<file path="config.mk">
export PLATFORM = sky130hd
export DESIGN_NAME = id_ex_operand_stage
export DESIGN_NICKNAME = d
export VERILOG_FILES = /design/src/rtl/id_ex_operand_stage_pkg.sv /design/src/rtl/id_ex_operand_stage_fwd_mux.sv /design/src/rtl/id_ex_operand_stage.sv
export SDC_FILE = /design/constraint.sdc
export NUM_CORES = 1
export LEC_CHECK = 0
export ABC_AREA = 1
export CAP_MARGIN = 20
export CELL_PAD_IN_SITES_DETAIL_PLACEMENT = 1
export CELL_PAD_IN_SITES_GLOBAL_PLACEMENT = 2
export CORE_ASPECT_RATIO = 1.1
export CORE_UTILIZATION = 23
export DETAILED_ROUTE_END_ITERATION = 6
export GPL_TIMING_DRIVEN = 0
export PLACE_DENSITY_LB_ADDON = 0.1
export SYNTH_ARGS = -nofsm -noshare
export SYNTH_HDL_FRONTEND = slang
export SYNTH_SLANG_ARGS = --single-unit
</file>
<file path="constraint.sdc">
create_clock -name clk -period 2.45 [get_ports clk]
set_clock_uncertainty 0.05 [all_clocks]
set_input_delay 0.245 -clock clk [delete_from_list [all_inputs] [get_ports clk]]
set_output_delay 0.245 -clock clk [all_outputs]
set_load 0.02 [all_outputs]
</file>
<file path="src/rtl/id_ex_operand_stage_pkg.sv">
// Shared encodings for the ID/EX operand stage: ALU operation codes and forwarding-source selects.
package id_ex_operand_stage_pkg;

    typedef enum logic [3:0] {
        ALU_ADDU = 4'd0,
        ALU_SUBU = 4'd1,
        ALU_SLT  = 4'd2,
        ALU_SLTU = 4'd3,
        ALU_AND  = 4'd4,
        ALU_OR   = 4'd5,
        ALU_XOR  = 4'd6,
        ALU_LUI  = 4'd7,
        ALU_SLL  = 4'd8,
        ALU_SRL  = 4'd9,
        ALU_SRA  = 4'd10,
        ALU_NOR  = 4'd11,
        ALU_XXX  = 4'd15
    } alu_op_e;

    typedef enum logic [1:0] {
        FWD_RF    = 2'd0,
        FWD_EXMEM = 2'd1,
        FWD_MEMWB = 2'd2
    } fwd_sel_e;

endpackage

</file>
<file path="src/rtl/id_ex_operand_stage_fwd_mux.sv">
// Per-operand bypass: picks EX/MEM, then MEM/WB, then the registered regfile value; $0 never bypassed.
module id_ex_operand_stage_fwd_mux
    import id_ex_operand_stage_pkg::*;
#(
    parameter int DW  = 32,
    parameter int RAW = 5
) (
    input  logic [RAW-1:0] i_src_addr,
    input  logic [DW-1:0]  i_rf_data,
    input  logic           i_exmem_reg_write,
    input  logic [RAW-1:0] i_exmem_rd,
    input  logic [DW-1:0]  i_exmem_result,
    input  logic           i_memwb_reg_write,
    input  logic [RAW-1:0] i_memwb_rd,
    input  logic [DW-1:0]  i_memwb_result,
    output logic [DW-1:0]  o_data
);

    fwd_sel_e w_sel;

    always_comb begin
        w_sel = FWD_RF;
        if (i_exmem_reg_write && (i_exmem_rd != '0) && (i_exmem_rd == i_src_addr)) begin
            w_sel = FWD_EXMEM;
        end else if (i_memwb_reg_write && (i_memwb_rd != '0) && (i_memwb_rd == i_src_addr)) begin
            w_sel = FWD_MEMWB;
        end
    end

    always_comb begin
        o_data = i_rf_data;
        case (w_sel)
            FWD_EXMEM: o_data = i_exmem_result;
            FWD_MEMWB: o_data = i_memwb_result;
            default:   o_data = i_rf_data;
        endcase
    end

endmodule

</file>
<file path="src/rtl/id_ex_operand_stage.sv">
// ID/EX pipeline register with load-use bubble insertion, flush/hold, and forwarded ALU operand select.
module id_ex_operand_stage
    import id_ex_operand_stage_pkg::*;
#(
    parameter int DW  = 32,
    parameter int RAW = 5
) (
    input  logic           clk,
    input  logic           rst_n,
    input  logic           id_valid,
    input  logic [RAW-1:0] id_rs_addr,
    input  logic [RAW-1:0] id_rt_addr,
    input  logic [RAW-1:0] id_rd_addr,
    input  logic [DW-1:0]  id_rs_data,
    input  logic [DW-1:0]  id_rt_data,
    input  logic [DW-1:0]  id_imm,
    input  logic [4:0]     id_shamt,
    input  logic [3:0]     id_alu_op,
    input  logic           id_use_imm,
    input  logic           id_shift_const,
    input  logic           id_shift_var,
    input  logic           id_uses_rs,
    input  logic           id_uses_rt,
    input  logic           id_reg_write,
    input  logic           id_mem_read,
    input  logic           id_mem_write,
    input  logic           stall_in,
    input  logic           flush,
    input  logic           exmem_reg_write,
    input  logic [RAW-1:0] exmem_rd,
    input  logic [DW-1:0]  exmem_result,
    input  logic           memwb_reg_write,
    input  logic [RAW-1:0] memwb_rd,
    input  logic [DW-1:0]  memwb_result,
    output logic           load_use_stall,
    output logic [DW-1:0]  alu_a,
    output logic [DW-1:0]  alu_b,
    output logic [3:0]     alu_op,
    output logic [DW-1:0]  ex_store_data,
    output logic [RAW-1:0] ex_rd,
    output logic           ex_valid,
    output logic           ex_reg_write,
    output logic           ex_mem_read,
    output logic           ex_mem_write
);

    logic           r_valid, r_reg_write, r_mem_read, r_mem_write;
    logic [RAW-1:0] r_rd, r_rs_addr, r_rt_addr;
    logic [3:0]     r_alu_op;
    logic [DW-1:0]  r_rs_data, r_rt_data, r_imm;
    logic [4:0]     r_shamt;
    logic           r_use_imm, r_shift_const, r_shift_var;

    logic           w_load_use, w_hold, w_bubble;
    logic [DW-1:0]  w_fwd_rs, w_fwd_rt;

    // A stalled EX stage cannot retire the load, so the hazard is only raised once the stall clears.
    assign w_load_use = !stall_in && r_mem_read && (r_rd != '0) && id_valid &&
                        ((id_uses_rs && (id_rs_addr == r_rd)) ||
                         (id_uses_rt && (id_rt_addr == r_rd)));
    assign w_hold     = stall_in && !flush;
    assign w_bubble   = flush || w_load_use || !id_valid;

    always_ff @(posedge clk) begin
        if (!rst_n) begin
            r_valid       <= 1'b0;
            r_reg_write   <= 1'b0;
            r_mem_read    <= 1'b0;
            r_mem_write   <= 1'b0;
            r_rd          <= '0;
            r_alu_op      <= ALU_ADDU;
            r_rs_addr     <= '0;
            r_rt_addr     <= '0;
            r_rs_data     <= '0;
            r_rt_data     <= '0;
            r_imm         <= '0;
            r_shamt       <= '0;
            r_use_imm     <= 1'b0;
            r_shift_const <= 1'b0;
            r_shift_var   <= 1'b0;
        end else if (!w_hold) begin
            r_valid       <= !w_bubble;
            r_reg_write   <= !w_bubble && id_reg_write;
            r_mem_read    <= !w_bubble && id_mem_read;
            r_mem_write   <= !w_bubble && id_mem_write;
            r_rd          <= w_bubble ? '0 : id_rd_addr;
            r_alu_op      <= w_bubble ? ALU_ADDU : id_alu_op;
            r_rs_addr     <= id_rs_addr;
            r_rt_addr     <= id_rt_addr;
            r_rs_data     <= id_rs_data;
            r_rt_data     <= id_rt_data;
            r_imm         <= id_imm;
            r_shamt       <= id_shamt;
            r_use_imm     <= id_use_imm;
            r_shift_const <= id_shift_const;
            r_shift_var   <= id_shift_var;
        end
    end

    id_ex_operand_stage_fwd_mux #(.DW(DW), .RAW(RAW)) u_fwd_rs (
        .i_src_addr        (r_rs_addr),
        .i_rf_data         (r_rs_data),
        .i_exmem_reg_write (exmem_reg_write),
        .i_exmem_rd        (exmem_rd),
        .i_exmem_result    (exmem_result),
        .i_memwb_reg_write (memwb_reg_write),
        .i_memwb_rd        (memwb_rd),
        .i_memwb_result    (memwb_result),
        .o_data            (w_fwd_rs)
    );

    id_ex_operand_stage_fwd_mux #(.DW(DW), .RAW(RAW)) u_fwd_rt (
        .i_src_addr        (r_rt_addr),
        .i_rf_data         (r_rt_data),
        .i_exmem_reg_write (exmem_reg_write),
        .i_exmem_rd        (exmem_rd),
        .i_exmem_result    (exmem_result),
        .i_memwb_reg_write (memwb_reg_write),
        .i_memwb_rd        (memwb_rd),
        .i_memwb_result    (memwb_result),
        .o_data            (w_fwd_rt)
    );

    // Shifts operate on rt, so rt moves to the A port and the shift amount takes B.
    always_comb begin
        alu_a = (r_shift_const || r_shift_var) ? w_fwd_rt : w_fwd_rs;
        if (r_shift_const) begin
            alu_b = {{(DW-5){1'b0}}, r_shamt};
        end else if (r_shift_var) begin
            alu_b = {{(DW-5){1'b0}}, w_fwd_rs[4:0]};
        end else if (r_use_imm) begin
            alu_b = r_imm;
        end else begin
            alu_b = w_fwd_rt;
        end
    end

    assign load_use_stall = w_load_use;
    assign alu_op         = r_alu_op;
    assign ex_store_data  = w_fwd_rt;
    assign ex_rd          = r_rd;
    assign ex_valid       = r_valid;
    assign ex_reg_write   = r_reg_write;
    assign ex_mem_read    = r_mem_read;
    assign ex_mem_write   = r_mem_write;

endmodule
</file>
==> impl_metrics.json <==
{
  "syn_area_per_cell_um2": 6.53,
  "p_sw_frac": 0.340,
  "xor_area_frac": 0.0228,
  "wl_met1_mm": 15.8,
  "hold_path.class": "in2reg",
  "grt_start_max_net_pins": 17,
  "ys_chip_area_um2": 7300,
  "warnings": 28,
  "core_area_um2": 31300,
  "met2_usage": 0.414,
  "synthSimpleGateAreaFrac": 0.409,
  "ys_sh_aoi": 0.149,
  "wl_met2_mm": 19.3,
  "top_cell": "nor2_1",
  "r2r-start": "ex_rd[3]$_SDFFE_PN0N_",
  "synth_cells": 1119,
  "cp-startpoint": "r_rt_addr[1]$_SDFFE_PN0N_",
  "ys_cells": 1119,
  "comb_area_share": 0.390,
  "portBuffers": 317,
  "die_h_um": 189,
  "slew_violations": 0,
  "fin_crit_ns": 2.60,
  "mostFrequentLayoutCells": "nor2_1, clkdlybuf4s50_1, nand2_1",
  "dp_hpwl_mm": 30.2,
  "p_seq_frac": 0.334,
  "cts_resized": 425,
  "r2r_slack_ns": 0.82,
  "power_leader": "clock",
  "status": "complete, but fails checks",
  "p_leak_nw": 5.28,
  "place_area_um2": 11000,
  "path_buffers": 3,
  "adder_share": 0,
  "setup_viol": 64,
  "hold_buffers": 0,
  "finalWorstSetupSlack_ns": -0.148,
  "cap_violations": 0,
  "async_flop_share": 0,
  "dr.max_layer_used": "met5",
  "cp-endpoint": "alu_a[9]",
  "cp_data_arrival_time_ns": 2.30,
  "grt_pass1_vias": 9233,
  "htree_levels": 4,
  "clock_path_buffers": 2,
  "ir_worst_vdd_mv": 0.434,
  "final_nets": 1695,
  "cts_made_buffers": 17,
  "vias_per_cell": 4.65,
  "rsz0062_at_grt": "yes",
  "seq_power_w": 0.00230,
  "cp_num_cells": 9,
  "violations": "negative setup slack",
  "synthTopCellsByCount": "nor2_1, nand2_1, o21ai_0",
  "finalInstanceArea_um2": 12400,
  "nMultiInputCombCells": 884,
  "final_util": 0.397,
  "p_int_w": 0.00455,
  "yosysUniqueCellTypes": 33,
  "fill_cells": 3922,
  "hold_depth": 3,
  "ys_top_cells_by_area": "dfxtp_1, nor2_1, nand2_1",
  "ys.flops": 127,
  "grt_pass1_wl_mm": 55.7,
  "top_area_cell": "dfxtp_1",
  "drc": 0,
  "topCombFamilyByArea": "simple AND/OR/NAND/NOR gates",
  "cts_setup_buffers": 6
}
**Routed clock nets over the placement**

Drawn at 1.5 px/um.
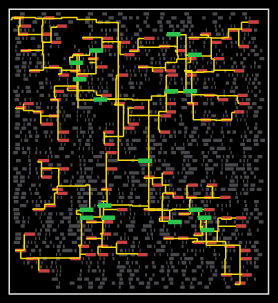
Key: clock wires = yellow [length 2270 um]; cells driving clock nets = green [count 17]; flip-flops = red [count 127]
Position of the flops: widely spread.
Worst-Skew Late Latency: 0.43 ns
clock share of power: 0.362

**Routing congestion map**

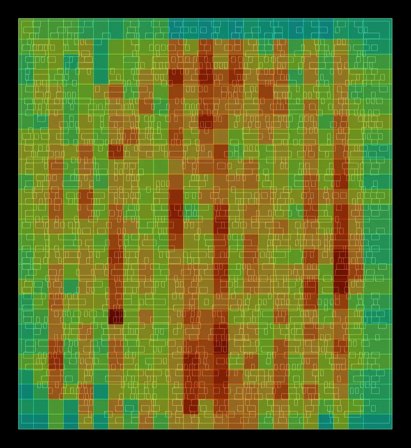
M3 GR Usage: 0.0661
wire per inst: 20.1 um
M1 GR Usage: 0.272

Power is estimated from default activity; no workload was simulated.
